## config.mk

```make
export PLATFORM = sky130hd
export DESIGN_NAME = des_word_packer
export DESIGN_NICKNAME = d
export VERILOG_FILES = /design/src/rtl/des_word_packer.sv
export SDC_FILE = /design/constraint.sdc
export NUM_CORES = 1
export LEC_CHECK = 0
export CAP_MARGIN = 25
export CELL_PAD_IN_SITES_DETAIL_PLACEMENT = 1
export CELL_PAD_IN_SITES_GLOBAL_PLACEMENT = 1
export CORE_UTILIZATION = 40
export CTS_CLUSTER_DIAMETER = 150
export DETAILED_ROUTE_END_ITERATION = 12
export PLACE_DENSITY_LB_ADDON = 0.1
export SYNTH_ARGS = -nofsm -noshare
export SYNTH_HDL_FRONTEND = slang
export SYNTH_SLANG_ARGS = --single-unit
```

## constraint.sdc

```tcl
create_clock -name CLK -period 1.7 [get_ports CLK]
set_clock_uncertainty 0.05 [all_clocks]
set_input_delay 0.34 -clock CLK [delete_from_list [all_inputs] [get_ports CLK]]
set_output_delay 0.34 -clock CLK [all_outputs]
set_load 0.03 [all_outputs]
```

## src/rtl/des_word_packer.sv

```systemverilog
// Packs four synchronized bus words into a DES data block and key, holding the
// result in a single valid/ready output register with frame watchdog and overflow flag.
module des_word_packer #(
    parameter int BUS_WIDTH      = 32,
    parameter int TIMEOUT_CYCLES = 255,
    parameter int CNT_WIDTH      = 8
) (
    input  logic                   CLK,
    input  logic                   RST,
    input  logic [BUS_WIDTH-1:0]   sync_bus,
    input  logic                   word_strobe,
    output logic [2*BUS_WIDTH-1:0] blk_data,
    output logic [2*BUS_WIDTH-1:0] blk_key,
    output logic                   blk_valid,
    input  logic                   blk_ready,
    output logic                   busy,
    output logic                   timeout_pulse,
    output logic                   overflow,
    input  logic                   ovf_clr
);

    typedef enum logic {
        IDLE    = 1'b0,
        COLLECT = 1'b1
    } state_t;

    // The watchdog fires on the idle cycle that would bring the count to TIMEOUT_CYCLES.
    localparam logic [CNT_WIDTH-1:0] CNT_LAST = CNT_WIDTH'(TIMEOUT_CYCLES - 1);

    state_t               state_q, state_d;
    logic [1:0]           idx_q, idx_d;
    logic [CNT_WIDTH-1:0] cnt_q, cnt_d;
    logic [BUS_WIDTH-1:0] sh0_q, sh1_q, sh2_q;
    logic                 last_word, out_free, load_blk, drop_blk, expire;

    always_comb begin
        // NOTE: every signal gets a default before the case so no path leaves it unassigned (no latch).
        state_d   = state_q;
        idx_d     = idx_q;
        cnt_d     = cnt_q;
        expire    = 1'b0;
        last_word = word_strobe && (idx_q == 2'd3);
        out_free  = !blk_valid || blk_ready;
        load_blk  = last_word && out_free;
        drop_blk  = last_word && !out_free;

        case (state_q)
            IDLE: begin
                cnt_d = '0;
                if (word_strobe) begin
                    idx_d   = 2'd1;
                    state_d = COLLECT;
                end
            end
            COLLECT: begin
                if (word_strobe) begin
                    cnt_d = '0;
                    idx_d = idx_q + 2'd1;
                    if (idx_q == 2'd3) state_d = IDLE;
                end else if (cnt_q == CNT_LAST) begin
                    expire  = 1'b1;
                    cnt_d   = '0;
                    idx_d   = 2'd0;
                    state_d = IDLE;
                end else begin
                    cnt_d = cnt_q + CNT_WIDTH'(1);
                end
            end
            default: begin
                state_d = IDLE;
                idx_d   = 2'd0;
                cnt_d   = '0;
            end
        endcase
    end

    always_ff @(posedge CLK or negedge RST) begin
        if (!RST) begin
            // NOTE: sequential state uses non-blocking assignments so every flop samples pre-edge values.
            state_q       <= IDLE;
            idx_q         <= 2'd0;
            cnt_q         <= '0;
            timeout_pulse <= 1'b0;
        end else begin
            state_q       <= state_d;
            idx_q         <= idx_d;
            cnt_q         <= cnt_d;
            timeout_pulse <= expire;
        end
    end

    // Shadow words w0..w2; w3 goes straight from the bus into the output register.
    always_ff @(posedge CLK or negedge RST) begin
        if (!RST) begin
            // NOTE: the shadow words are reset too, so an abandoned frame can never leak stale contents.
            sh0_q <= '0;
            sh1_q <= '0;
            sh2_q <= '0;
        end else if (word_strobe) begin
            case (idx_q)
                2'd0:    sh0_q <= sync_bus;
                2'd1:    sh1_q <= sync_bus;
                2'd2:    sh2_q <= sync_bus;
                default: ;
            endcase
        end
    end

    always_ff @(posedge CLK or negedge RST) begin
        if (!RST) begin
            blk_data  <= '0;
            blk_key   <= '0;
            blk_valid <= 1'b0;
        end else if (load_blk) begin
            blk_data  <= {sh0_q, sh1_q};
            blk_key   <= {sh2_q, sync_bus};
            blk_valid <= 1'b1;
        end else if (blk_valid && blk_ready) begin
            blk_valid <= 1'b0;
        end
    end

    // A new drop outranks a clear issued in the same cycle.
    always_ff @(posedge CLK or negedge RST) begin
        if (!RST)          overflow <= 1'b0;
        else if (drop_blk) overflow <= 1'b1;
        else if (ovf_clr)  overflow <= 1'b0;
    end

    assign busy = (state_q == COLLECT);

endmodule

```

==> flow_summary.yaml <==
# generated from flow reports
run_status:
  status: "finished with violations"
  violations: "negative setup slack"
floorplanning:
  die_h_um: 157
  io_pins: 169
  initCoreUtil_pct: 40.7
  die_w_um: 157
critical_path:
  reg2regPathDepth: 7
  rrSetupSlack_ps: -6
  rr_startpoint: "idx_q[1]"
  critical-path-top-cell-by-count: "buf_12"
  slowest_delay_ps: 390
  crit_path_start: "idx_q[1]"
  worstSetupEndpoint: "blk_data[40]"
  regToRegEndpoint: "blk_data[40]"
  crit_fanout: 13
  critPathLaunchType: "flop"
layout:
  layout.area.comb_mm2: 0.00337
  nClkBuffers: 39
  fillers: 2209
  ff_count: 238
  buffer_area_share_pct: 17.4
  sh_seq_area_pct: 46.2
  fin_util_pct: 55.0
  largest_class: "registers"
  buffers: 220
timing:
  fin_setup_tns_ps: -12.0
  clock.fmax_mhz: 586
  timing.final.crit_share_pct: 100
  post-route-min-period_ps: 1710
  drv_slew: 0
  final_hold_viol_count: 0
  rsz0062_at_grt: "true"
  postLayoutSetupSlackWorst_ps: -5.72
  tightest_slew_ps: 444
  setup_viol: 5
pwr:
  power_switching_mw: 9.43
  power_density_mw_per_mm2: 2080
  clockPowerShare_pct: 22.0
  top_power_group: "combinational logic"
global_routing:
  grt_overflow: 0
  grt_pass1_vias: 5963
yosys:
  ff_type: "dfrtp_1"
  yosys_area_mm2: 0.00956
  syn-cell-area_mm2: 0.00956
  synth_flops: 238
  area_leaders: "dfrtp_1 62%, mux2_4 16%, mux2_2 14%, buf_12 2.3%, mux2_1 0.82%"
  synthArstFlopShare_pct: 100
detailed_routing:
  final_antenna_net_count: 0
  vias_per_cell: 4.83
  drt_iter0_drc: 155
  drtPass1Iterations: 4
clocking:
  cts_buffer_depth: 3
placed_design:
  globalplace.congestion: 0.763
cells by family after synthesis:
group | after synthesis | synth area share, %
xor+xnor | 3 | 0.275
compound gates | 13 | 1.03
buf+inv | 30 | 3.44
flops | 238 | 62.3
fa+ha+maj | 6 | 0.785
mux | 224 | 30.4
simple gates | 31 | 1.79
critical path: cells and delay by family, from the launching register on:
| kind | cells | cell delay, ps |
|---|---|---|
| buffers and inverters | 3 | 460 |
| flip-flops | 1 | 390 |
| multiplexers | 1 | 310 |
| AND/OR/NAND/NOR | 2 | 190 |
| adder cells (fa/ha/maj) | 1 | 170 |
layer usage:
layer  wire [um]  global-route usage, %
met4         319                   4.30
met5           0                      0
met2       10800                   30.1
met3        1210                   4.10
met1        9440                   24.4
**Signal wires on met1**

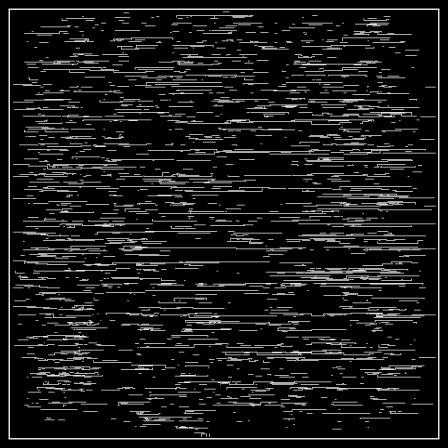
nets with wire on the layer = 718
main direction = horizontal
wire length on this layer = 9440 um
longest straight run = 59.8 um
DR vias: 5362
drt total wl: 21800 um
met1 Use GR: 24.4%

**The metal 2 layer**

The bar under the picture is 50 um long.
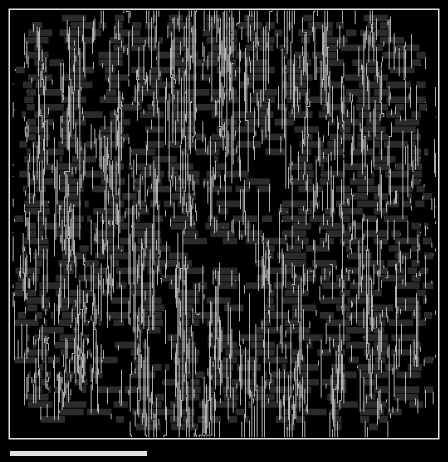
main direction = vertical
share of all routed wire = 50%
nets with wire on the layer = 794

Power figures rest on the tool's default switching activity, not on a simulated workload.
